[src/rtl/fib_seq_ctrl.sv]
// fib_seq_ctrl
// Sequencer for a Fibonacci term generator. A host requests a job of
// n_terms terms. The block then streams F0, F1, F2, ... over a
// valid/ready interface that honours backpressure, and pulses done
// once the job ends. If the next term would not fit in WIDTH bits, the
// job ends early on the last representable term and the sticky ovf
// flag is raised.
//
// Ports:
//   clk         rising-edge clock
//   rst         synchronous, active-high reset
//   start       job request, only looked at while idle
//   n_terms     number of terms to emit, captured together with start
//   busy        high while a job is running or finishing (RUN, DONE)
//   term_valid  term / term_idx / last carry a valid term
//   term_ready  consumer takes the presented term this cycle
//   term        current Fibonacci term
//   term_idx    0-based index of the current term
//   last        current term is the final one of this job
//   done        one-cycle pulse at the end of a job
//   ovf         job ended early on overflow; held until the next start
module fib_seq_ctrl #(
  parameter int WIDTH = 32,
  parameter int CNT_W = 8
) (
  input  logic             clk,
  input  logic             rst,
  input  logic             start,
  input  logic [CNT_W-1:0] n_terms,
  output logic             busy,
  output logic             term_valid,
  input  logic             term_ready,
  output logic [WIDTH-1:0] term,
  output logic [CNT_W-1:0] term_idx,
  output logic             last,
  output logic             done,
  output logic             ovf
);

  typedef enum logic [1:0] {
    IDLE = 2'd0,
    RUN  = 2'd1,
    DONE = 2'd2
  } state_t;

  localparam logic [CNT_W-1:0] CNT_ONE = {{(CNT_W-1){1'b0}}, 1'b1};
  localparam logic [WIDTH:0]   B_INIT  = {{WIDTH{1'b0}}, 1'b1};

  state_t           state;
  logic [WIDTH-1:0] a;
  logic [WIDTH:0]   b;
  logic [CNT_W-1:0] cnt;
  logic [CNT_W-1:0] idx;
  logic             ovf_q;

  logic             at_count;
  logic             last_int;

  // a holds the current term and b holds the next one. The extra top bit
  // of b marks a next term that no longer fits in WIDTH bits. That makes
  // the current term the final one, even if the count is not reached.
  // cnt is never zero while in RUN, so cnt-1 does not underflow here.
  assign at_count = (idx == (cnt - CNT_ONE));
  assign last_int = at_count | b[WIDTH];

  // Outputs are decoded only from registered state. The term fields are
  // forced to zero outside RUN, so idle and post-reset outputs read as 0.
  assign busy       = (state != IDLE);
  assign term_valid = (state == RUN);
  assign term       = term_valid ? a   : '0;
  assign term_idx   = term_valid ? idx : '0;
  assign last       = term_valid & last_int;
  assign done       = (state == DONE);
  assign ovf        = ovf_q;

  // Single control FSM with its datapath.
  // IDLE accepts a job. A zero-length job goes straight to DONE, so the
  // host still sees a done pulse. RUN advances a/b by one Fibonacci step
  // on every non-final handshake and holds everything while the
  // consumer stalls. The final handshake moves to DONE. There, ovf is
  // raised only if the overflow cut the job short of its count; when the
  // count ends on the same term, the job is treated as complete. DONE
  // lasts exactly one cycle. Reset has priority over any start.
  always_ff @(posedge clk) begin
    if (rst) begin
      state <= IDLE;
      a     <= '0;
      b     <= '0;
      cnt   <= '0;
      idx   <= '0;
      ovf_q <= 1'b0;
    end else begin
      case (state)
        IDLE: begin
          if (start) begin
            ovf_q <= 1'b0;
            if (n_terms != '0) begin
              cnt   <= n_terms;
              a     <= '0;
              b     <= B_INIT;
              idx   <= '0;
              state <= RUN;
            end else begin
              state <= DONE;
            end
          end
        end
        RUN: begin
          if (term_ready) begin
            if (last_int) begin
              ovf_q <= b[WIDTH] & ~at_count;
              state <= DONE;
            end else begin
              a   <= b[WIDTH-1:0];
              b   <= {1'b0, a} + b;
              idx <= idx + CNT_ONE;
            end
          end
        end
        DONE: begin
          state <= IDLE;
        end
        default: begin
          state <= IDLE;
        end
      endcase
    end
  end

endmodule
[config.mk]
export PLATFORM = sky130hd
export DESIGN_NAME = fib_seq_ctrl
export DESIGN_NICKNAME = d
export VERILOG_FILES = /design/src/rtl/fib_seq_ctrl.sv
export SDC_FILE = /design/constraint.sdc
export NUM_CORES = 1
export LEC_CHECK = 0
export ABC_AREA = 1
export CAP_MARGIN = 20
export CORE_MARGIN = 1
export CORE_UTILIZATION = 32
export CTS_CLUSTER_DIAMETER = 60
export CTS_CLUSTER_SIZE = 25
export DETAILED_ROUTE_END_ITERATION = 7
export SLEW_MARGIN = 20
export SYNTH_ARGS = -nofsm -noshare
export SYNTH_HDL_FRONTEND = slang
export SYNTH_SLANG_ARGS = --single-unit
[constraint.sdc]
create_clock -name clk -period 1.8 [get_ports clk]
set_input_delay 0.27 -clock clk [delete_from_list [all_inputs] [get_ports clk]]
set_output_delay 0.27 -clock clk [all_outputs]
set_load 0.02 [all_outputs]
Figure 1. Clock wiring as the flow saved it.
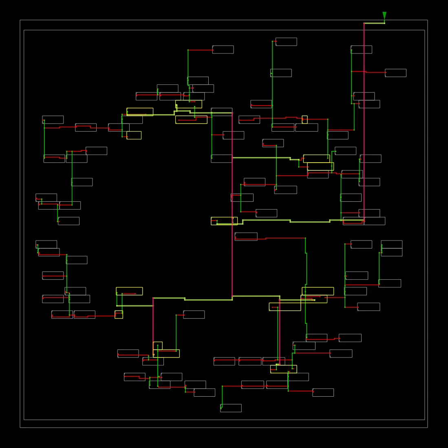
clk latency late pin: 0.36 ns
flop count: 84
Clock Sinks: 84
clk pwr: 0.00222 W

Figure 2. Clock network drawn from the DEF.
Scale bar: 50 um.
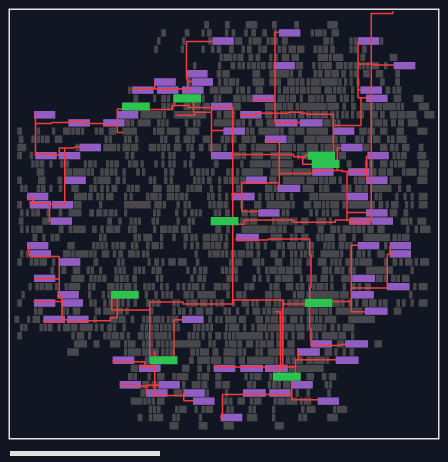
Key: clock-net drivers = green [count 9]; clock wires = red [length 1340 um]; flip-flops = purple [count 84]
Position of the flops: all over the die.
clock power share: 28.4%
worst clock skew: 0.0102 ns

==> run summary <==
run results: worst setup path endpoint last, Seq share, synth 26.7%, total wire length 19900 um, status finished, violations left, Die X 142 um, FF/Latch Area 0.00170 mm2, Total Power 0.00780 W, synthesized cell area 0.00629 mm2, Pre-antenna DRT Iters 5, post-synth top area cell dfxtp_1, Comb/total area 45.8%, violated checks setup timing, FF-to-FF setup slack -0.30 ns, DRT iter0 DRCs 354, Resize count post-CTS 137, ClkCell Share 3.65%, Pwr per Cell Area 814 mW/mm2, row cnt 50, worst flop-to-flop path endpoint a[15]$_SDFFE_PP0P_, Non-clock buffer share 22.9%, top flop regs b x33, a x32, Async SR Flop Fraction 0%, Top cell excl fill/tap nand2_1, number of remaining DRC errors 0, Core Region 0.0190 mm2, Synthesis Warnings 0, post-layout min period 2.16 ns, Final Non-Filler Cells 1603, GRT Residual Overflow 0, EDFF count, synth 0, # Cells Yosys 1094, VDD IR-drop max 593 uV, Antenna Diode Count 0, vias in the first global route 6853, Worst Setup SP cnt[1]$_SDFFE_PP0P_, Routed wire per std cell 12.4 um, Syn Inst Count 1094, YS chip area 0.00629 mm2, Post-Place Worst Slack -0.462 ns, CTS Buf Count 9, Setup Viol. Count Final 77, kind of critical path register to output pin, met3 WL 684 um, Top cell area share 26.7%, relative slew slack 53.5%, Util after Layout 50.4%, max FFs per register 33, setup ws final -0.363 ns, Inverters 165, metal2 WL 9070 um, Setup crit end kind output pin, final worst-path cycle share 120%, share of cells above drive strength 1 29.2%, most common cell in the synthesized netlist nand2_1, Hold Path Stages 4, wire length on met1 9780 um, H-tree depth 3, leak pwr 4.67 nW, worst hold path type input port to register, CTS tree yes, Vias 7312, postcts setup bufs 9, Worst Hold Path EP cnt[5]$_SDFFE_PP0P_, DP Cell Count 1568, FF+latch count, synth 84, OpenROAD warnings 29
==> report_power, final <==
group | internal [W] | switching (W) | leakage [nW]
Combinational | 0.00162 | 0.00177 | 3.81
Sequential | 0.00204 | 0.000148 | 0.689
Clock | 0.00139 | 0.000824 | 0.169
==> critical path: stages, from the launching register on <==
cell      delay (ns)
dfxtp_2         0.34
inv_2           0.05
ha_4            0.23
nand2_2         0.07
inv_2           0.03
nor2_2          0.08
nand2_1         0.06
nor2_2          0.09
nand4_1         0.17
o21bai_4        0.20
nand2_4         0.07
inv_2           0.05
buf_6           0.10
==> kinds of logic after synthesis <==
family / share of synthesized area, %
AOI/OAI and AO/OA: 10.6
xor gates and xnor gates: 2.23
adders and majority gates: 7.08
buffers and inverters: 12.6
DFF: 26.7
and+or+nand+nor: 40.7
Power is estimated from default activity; no workload was simulated.
